File: src/rtl/sobel_pkg.sv
`default_nettype none
// ============================================================================
// Module   : sobel_pkg
// Brief    : Shared pixel/window types and window indexing for the 3x3 stage.
// Revision : 1.0
// ============================================================================
package sobel_pkg;

    localparam int PIX_W = 8;

    typedef logic [PIX_W-1:0] pix_t;
    typedef pix_t [8:0]       win_t;

    // Row r = 0 is the oldest row, column c = 0 is the leftmost column.
    function automatic int win_idx(input int r, input int c);
        return r * 3 + c;
    endfunction

endpackage
`default_nettype wire

File: src/rtl/sobel_line_buffer.sv
`default_nettype none
// ============================================================================
// Module   : sobel_line_buffer
// Brief    : Two cascaded line RAMs (row-1, row-2) sharing one address.
// Revision : 1.0
// ============================================================================
module sobel_line_buffer
    import sobel_pkg::*;
#(
    parameter int WIDTH    = 240,
    parameter int PIX_W    = 8,
    parameter int AW       = $clog2(WIDTH),
    parameter bit REG_READ = 1'b0
) (
    input  logic             clk,
    input  logic             i_we,
    input  logic [AW-1:0]    i_addr,
    input  logic [AW-1:0]    i_next_addr,
    input  logic [PIX_W-1:0] i_wdata,
    output logic [PIX_W-1:0] o_rd0,
    output logic [PIX_W-1:0] o_rd1
);

    logic [PIX_W-1:0] r_mem0 [WIDTH];
    logic [PIX_W-1:0] r_mem1 [WIDTH];
    logic [PIX_W-1:0] w_rd0;
    logic [PIX_W-1:0] w_rd1;

    generate
        if (REG_READ == 1'b0) begin : g_comb_read
            logic w_unused_next;
            assign w_unused_next = ^i_next_addr;
            assign w_rd0 = r_mem0[i_addr];
            assign w_rd1 = r_mem1[i_addr];
        end else begin : g_reg_read
            // The caller presents the address it will use next cycle; it never
            // equals the address being written, so no bypass is required.
            logic [PIX_W-1:0] r_rd0;
            logic [PIX_W-1:0] r_rd1;
            always_ff @(posedge clk) begin
                r_rd0 <= r_mem0[i_next_addr];
                r_rd1 <= r_mem1[i_next_addr];
            end
            assign w_rd0 = r_rd0;
            assign w_rd1 = r_rd1;
        end
    endgenerate

    always_ff @(posedge clk) begin
        if (i_we) begin
            r_mem0[i_addr] <= i_wdata;
            r_mem1[i_addr] <= w_rd0;
        end
    end

    assign o_rd0 = w_rd0;
    assign o_rd1 = w_rd1;

endmodule
`default_nettype wire

File: src/rtl/sobel_window_gen.sv
`default_nettype none
// ============================================================================
// Module   : sobel_window_gen
// Brief    : Streaming 3x3 neighbourhood generator feeding the Sobel stage.
// Revision : 1.0
// ============================================================================
module sobel_window_gen
    import sobel_pkg::*;
#(
    parameter int WIDTH       = 240,
    parameter int HEIGHT      = 240,
    parameter int PIX_W       = sobel_pkg::PIX_W,
    parameter int XW          = $clog2(WIDTH),
    parameter int YW          = $clog2(HEIGHT),
    parameter bit LB_REG_READ = 1'b0
) (
    input  logic               clk,
    input  logic               rst,
    input  logic               in_valid,
    output logic               in_ready,
    input  logic [PIX_W-1:0]   in_pix,
    output logic               out_valid,
    input  logic               out_ready,
    output logic [9*PIX_W-1:0] out_win,
    output logic [XW-1:0]      out_x,
    output logic [YW-1:0]      out_y,
    output logic               frame_done
);

    localparam logic [XW-1:0] c_col_last = XW'(WIDTH - 1);
    localparam logic [YW-1:0] c_row_last = YW'(HEIGHT - 1);

    logic [XW-1:0]      r_col;
    logic [YW-1:0]      r_row;
    logic [6*PIX_W-1:0] r_tail;
    logic               r_out_valid;
    logic [9*PIX_W-1:0] r_out_win;
    logic [XW-1:0]      r_out_x;
    logic [YW-1:0]      r_out_y;
    logic               r_frame_done;

    logic               w_accept;
    logic               w_emit;
    logic               w_col_wrap;
    logic [XW-1:0]      w_next_col;
    logic [PIX_W-1:0]   w_lb0;
    logic [PIX_W-1:0]   w_lb1;
    logic [3*PIX_W-1:0] w_col_in;
    logic [9*PIX_W-1:0] w_win_next;
    logic [6*PIX_W-1:0] w_tail_next;

    assign in_ready   = !r_out_valid || out_ready;
    assign w_accept   = in_valid && in_ready;
    assign w_col_wrap = (r_col == c_col_last);
    assign w_emit     = (r_row >= YW'(2)) && (r_col >= XW'(2));

    always_comb begin
        w_next_col = r_col;
        if (rst) begin
            w_next_col = '0;
        end else if (w_accept) begin
            w_next_col = w_col_wrap ? '0 : r_col + XW'(1);
        end
    end

    sobel_line_buffer #(
        .WIDTH    (WIDTH),
        .PIX_W    (PIX_W),
        .AW       (XW),
        .REG_READ (LB_REG_READ)
    ) u_line_buffer (
        .clk         (clk),
        .i_we        (w_accept),
        .i_addr      (r_col),
        .i_next_addr (w_next_col),
        .i_wdata     (in_pix),
        .o_rd0       (w_lb0),
        .o_rd1       (w_lb1)
    );

    // Incoming column, indexed by window row: row-2, row-1, current pixel.
    assign w_col_in = {in_pix, w_lb0, w_lb1};

    generate
        for (genvar r = 0; r < 3; r++) begin : g_row
            assign w_win_next[win_idx(r, 0)*PIX_W +: PIX_W] = r_tail[(r*2)*PIX_W +: PIX_W];
            assign w_win_next[win_idx(r, 1)*PIX_W +: PIX_W] = r_tail[(r*2+1)*PIX_W +: PIX_W];
            assign w_win_next[win_idx(r, 2)*PIX_W +: PIX_W] = w_col_in[r*PIX_W +: PIX_W];
            assign w_tail_next[(r*2)*PIX_W +: PIX_W]   = w_win_next[win_idx(r, 1)*PIX_W +: PIX_W];
            assign w_tail_next[(r*2+1)*PIX_W +: PIX_W] = w_win_next[win_idx(r, 2)*PIX_W +: PIX_W];
        end
    endgenerate

    always_ff @(posedge clk) begin
        if (rst) begin
            r_col        <= '0;
            r_row        <= '0;
            r_tail       <= '0;
            r_out_valid  <= 1'b0;
            r_out_win    <= '0;
            r_out_x      <= '0;
            r_out_y      <= '0;
            r_frame_done <= 1'b0;
        end else begin
            r_frame_done <= 1'b0;
            if (w_accept) begin
                r_tail <= w_tail_next;
                r_col  <= w_next_col;
                if (w_col_wrap) begin
                    if (r_row == c_row_last) begin
                        r_row        <= '0;
                        r_frame_done <= 1'b1;
                    end else begin
                        r_row <= r_row + YW'(1);
                    end
                end
            end
            // A fresh window can only be loaded when the held one is consumed,
            // because accepting requires in_ready.
            if (w_accept && w_emit) begin
                r_out_valid <= 1'b1;
                r_out_win   <= w_win_next;
                r_out_x     <= r_col - XW'(2);
                r_out_y     <= r_row - YW'(2);
            end else if (out_ready) begin
                r_out_valid <= 1'b0;
            end
        end
    end

    assign out_valid  = r_out_valid;
    assign out_win    = r_out_win;
    assign out_x      = r_out_x;
    assign out_y      = r_out_y;
    assign frame_done = r_frame_done;

endmodule
`default_nettype wire
File: config.mk
export PLATFORM = sky130hd
export DESIGN_NAME = sobel_window_gen
export DESIGN_NICKNAME = d
export VERILOG_FILES = /design/src/rtl/sobel_pkg.sv /design/src/rtl/sobel_line_buffer.sv /design/src/rtl/sobel_window_gen.sv
export SDC_FILE = /design/constraint.sdc
export NUM_CORES = 2
export LEC_CHECK = 0
export ABC_AREA = 1
export CORE_ASPECT_RATIO = 1.1
export CORE_MARGIN = 4
export CORE_UTILIZATION = 57
export CTS_BUF_LIST = sky130_fd_sc_hd__clkbuf_16
export DETAILED_ROUTE_END_ITERATION = 6
export PLACE_DENSITY_LB_ADDON = 0.08
export RECOVER_POWER = 50
export SLEW_MARGIN = 20
export SYNTH_ARGS = -nofsm -noshare
export SYNTH_HDL_FRONTEND = slang
export SYNTH_SLANG_ARGS = --single-unit
File: constraint.sdc
create_clock -name clk -period 4.87 [get_ports clk]
set_input_delay 0.487 -clock clk [delete_from_list [all_inputs] [get_ports clk]]
set_output_delay 0.487 -clock clk [all_outputs]
set_load 0.02 [all_outputs]
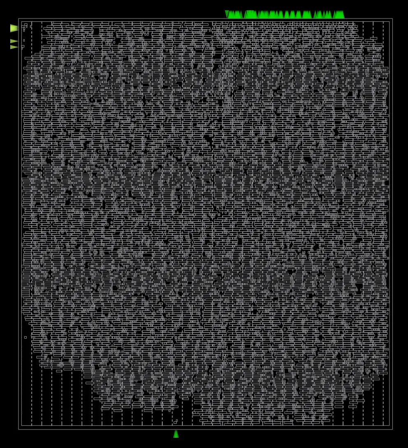
final_placement.png
Std-Cell Rows: 204
Core Footprint: 281000 sq um
tapcell count: 3708

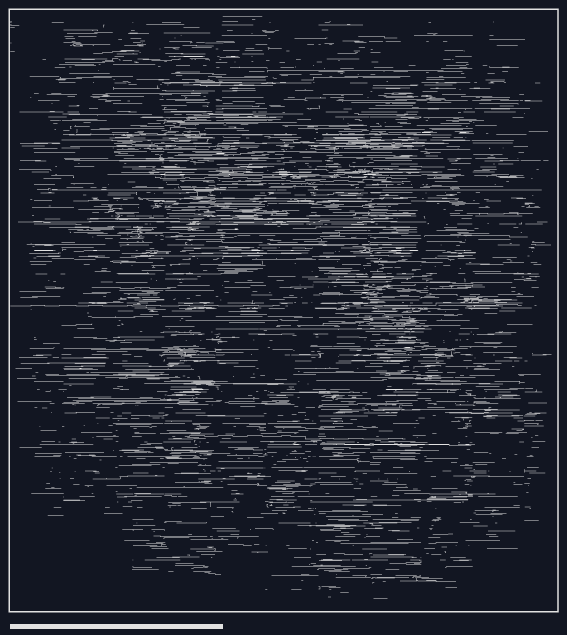
met3.png
Bar = 200 microns.
wire length on this layer: 50.8 mm
nets with wire on the layer: 1326
longest straight run: 227 microns
main direction: horizontal
Routed WL: 496000 microns
vias after detailed routing: 110406
met3 GRT Util: 0.0652

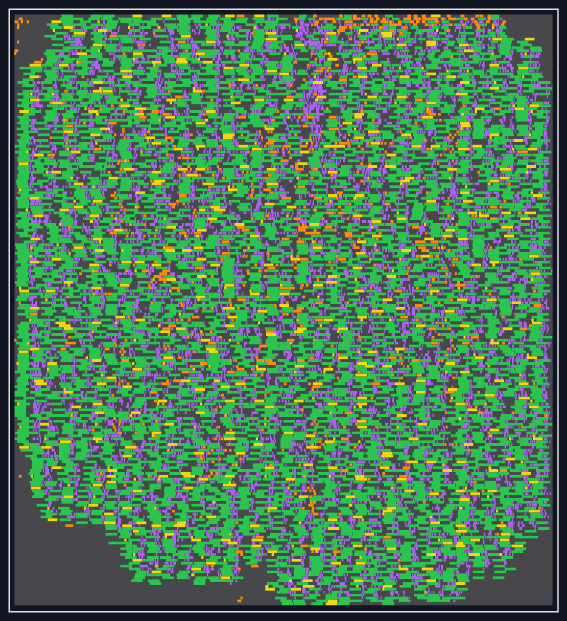
cell_classes.png
Fill, decap, tap and diode cells in gray.
| class | color | cells | share of their area |
|---|---|---|---|
| flops | green | 4002 | 67% |
| all other logic | purple | 8554 | 21% |
| other buffers and delay cells | orange | 782 | 4.1% |
| clock drivers and dummy loads | yellow | 709 | 7.2% |

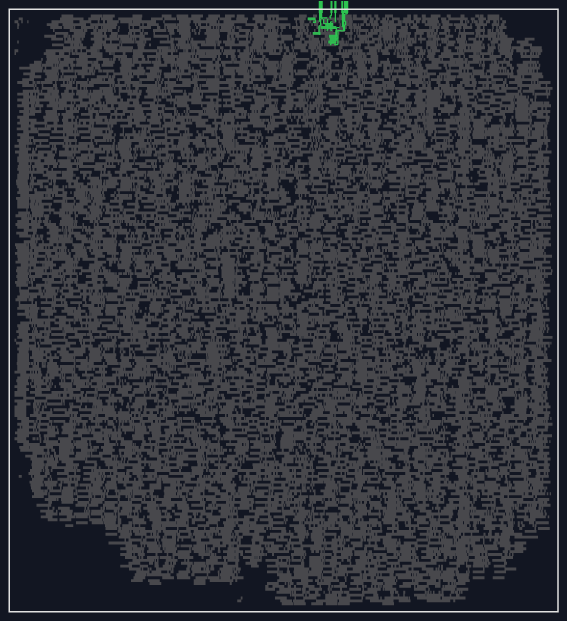
port_nets.png
| port | color | direction | edge | end cells | buffers | wire |
|---|---|---|---|---|---|---|
| out_y | green | output | top | 8 | 8 | 230 microns |
io pins: 103
Port Buffer Count: 102

==> impl_metrics.xml <==
<?xml version="1.0" encoding="UTF-8"?>
<metrics>
  <group name="die">
    <metric name="floorplan.die_area" unit="sq um">290000</metric>
    <metric name="die_w" unit="microns">514</metric>
    <metric name="core_util_floorplan" unit="">0.572</metric>
    <metric name="fp.dieH" unit="microns">565</metric>
  </group>
  <group name="yosys">
    <metric name="async_reset_ff_frac" unit="">0</metric>
    <metric name="syn_nets" unit="">13500</metric>
    <metric name="fraction_of_post_synthesis_cell_area_in_the_top_cell_type_by_area" unit="">0.718</metric>
    <metric name="synth.cellmix.compoundShare" unit="">0.0127</metric>
    <metric name="yosys.area_share.simple" unit="">0.217</metric>
    <metric name="synthTopCellsByArea" unit="">sky130_fd_sc_hd__edfxtp_1 72%, sky130_fd_sc_hd__nand3_1 11%, sky130_fd_sc_hd__nand2_1 9.4%</metric>
    <metric name="synth.logic.top_family" unit="">simple AND/OR/NAND/NOR gates</metric>
    <metric name="ys_cells" unit="">13478</metric>
    <metric name="fraction_of_the_yosys_area_taken_by_sequential_cells" unit="">0.739</metric>
    <metric name="yosys_most_used_dff" unit="">sky130_fd_sc_hd__edfxtp_1</metric>
    <metric name="mappedNetlistArea" unit="sq um">161000</metric>
    <metric name="mux_area_frac" unit="">0</metric>
    <metric name="post_synth_fa_ha_maj_area_fraction" unit="">0.000780</metric>
  </group>
  <group name="worst_hold_path">
    <metric name="min_path_cells" unit="">4</metric>
    <metric name="hp-class" unit="">input pin to register</metric>
  </group>
  <group name="run_status">
    <metric name="status" unit="">finished with violations</metric>
    <metric name="violations" unit="">capacitance limit, slew limit</metric>
  </group>
  <group name="power">
    <metric name="clk-power" unit="uW">30100</metric>
    <metric name="comb_power_share" unit="">0.076</metric>
    <metric name="power_switching_share" unit="">0.231</metric>
    <metric name="power.share.clock" unit="">0.406</metric>
    <metric name="pwr.group.sequential" unit="uW">38400</metric>
    <metric name="max-vdd-ir-drop" unit="mV">0.329</metric>
    <metric name="power_report.internal_total" unit="uW">57000</metric>
    <metric name="power_dissipated_by_switching_net_loads" unit="uW">17100</metric>
    <metric name="p_total" unit="uW">74200</metric>
  </group>
  <group name="final_layout">
    <metric name="final_area" unit="sq um">180000</metric>
    <metric name="area.growth.synth_to_final" unit="%">12.4</metric>
    <metric name="post_layout_nonfiller_instances" unit="">17767</metric>
    <metric name="final_nets" unit="">13755</metric>
  </group>
  <group name="final_timing">
    <metric name="fin_setup_tns" unit="ns">0</metric>
    <metric name="final-setup-viol-count" unit="">0</metric>
    <metric name="max-slew-margin-rel" unit="">-2.21</metric>
    <metric name="final_max_slew_viol_count" unit="">1338</metric>
    <metric name="hold_ws" unit="ns">0.254</metric>
    <metric name="finalHoldViolations" unit="">0</metric>
  </group>
  <group name="placed_design">
    <metric name="detailedPlacementHpwl" unit="microns">288000</metric>
    <metric name="number_of_placed_instances_with_taps_included" unit="">17041</metric>
    <metric name="finalWeightedCongestion" unit="">0.910</metric>
    <metric name="pre_cts_slack" unit="ns">0.442</metric>
  </group>
  <group name="worst_setup_path">
    <metric name="cp-end-kind" unit="">register</metric>
    <metric name="worst-r2r-cell-count" unit="">13</metric>
    <metric name="worst_setup_path_start_kind" unit="">input pin</metric>
    <metric name="crit_family" unit="">buffers and inverters</metric>
    <metric name="critical_path_buf_inv_count" unit="">3</metric>
    <metric name="r2r_setup_slack" unit="ns">0.16</metric>
    <metric name="critical_path_depth" unit="">3</metric>
    <metric name="setup.worst_path.class" unit="">input pin to register</metric>
    <metric name="rr_endpoint" unit="">u_line_buffer.r_mem1[158][3]</metric>
    <metric name="timing.critical_path.slowest_cell_delay" unit="ns">3.03</metric>
  </group>
  <group name="grt">
    <metric name="grt_use_total" unit="">0.335</metric>
    <metric name="grt_antenna_before_repair" unit="">13</metric>
    <metric name="grt_pass1_vias" unit="">104711</metric>
  </group>
  <group name="run">
    <metric name="drv_cap" unit="">41</metric>
    <metric name="warnings" unit="">70</metric>
  </group>
  <group name="cts">
    <metric name="clock_tree_from_tritoncts" unit="">built</metric>
    <metric name="cts-root-buf" unit="">sky130_fd_sc_hd__clkbuf_16</metric>
    <metric name="cts-htree-levels" unit="">5</metric>
    <metric name="worst_skew_pair.late_latency" unit="ns">0.92</metric>
    <metric name="numClockSinks" unit="">4002</metric>
  </group>
  <group name="route">
    <metric name="count_of_nets_left_with_antenna_violations_after_detail_routing" unit="">0</metric>
    <metric name="detail_route.iter0.violations" unit="">15269</metric>
  </group>
</metrics>
==> final cells by class <==
class / count / area (sq um)
repair buffers: 782 / 7120
flip-flops and latches: 4002 / 119000
fillers: 21126 / 100000
clock buffers: 402 / 10100
diodes: 12 / 30.0
multi-input cells: 8463 / 37000
inverters: 91 / 445
clock inverters: 307 / 2560
well taps: 3708 / 4640
==> state kept, by name, indices dropped and copies added (netlist names), named ones only <==
signal / cells
frame_done: 1
u_line_buffer.r_mem1: 1920
out_valid: 1
u_line_buffer.r_mem0: 1920
r_row: 8
r_col: 8
out_y: 8
out_win: 72
r_tail: 48
out_x: 8
==> worst min-delay path: stages <==
cell                              delay (ns)
sky130_fd_sc_hd__clkdlybuf4s50_1        0.45
sky130_fd_sc_hd__inv_1                  0.04
sky130_fd_sc_hd__nand2_1                0.08
sky130_fd_sc_hd__a21oi_1                0.06
==> layout by cell type (no fill, tap or decap), drive strengths merged, types with 3 or more instances in the layout <==
cell         instances
o211ai              43
o21a                 3
nor3                14
ha                  10
clkinvlp            10
edfxtp            3840
a31oi                5
xor2                 5
buf                504
bufinv              44
clkinv             163
dfxtp              162
a21oi              137
dlygate4sd3         95
nand3             3545
o21ai              191
clkbuf             582
nand2             4021
diode               12
nor3b                3
nor2               478
inv                181
==> per-layer routing <==
| layer | routed length, microns | up-vias | global-route usage |
|---|---|---|---|
| met5 | 12 | - | 0 |
| met4 | 30200 | 2 | 0.171 |
| met3 | 50800 | 1258 | 0.0652 |
| met2 | 231000 | 6555 | 0.532 |
| met1 | 184000 | 54183 | 0.446 |
| li1 | - | 48408 | - |
==> timing repair <==
| item | CTS | global route |
|---|---|---|
| setup buffers | 0 | 0 |
| hold endpoints to repair | 34 | 0 |
| hold buffers | 4 | 0 |
Power is estimated from default activity; no workload was simulated.
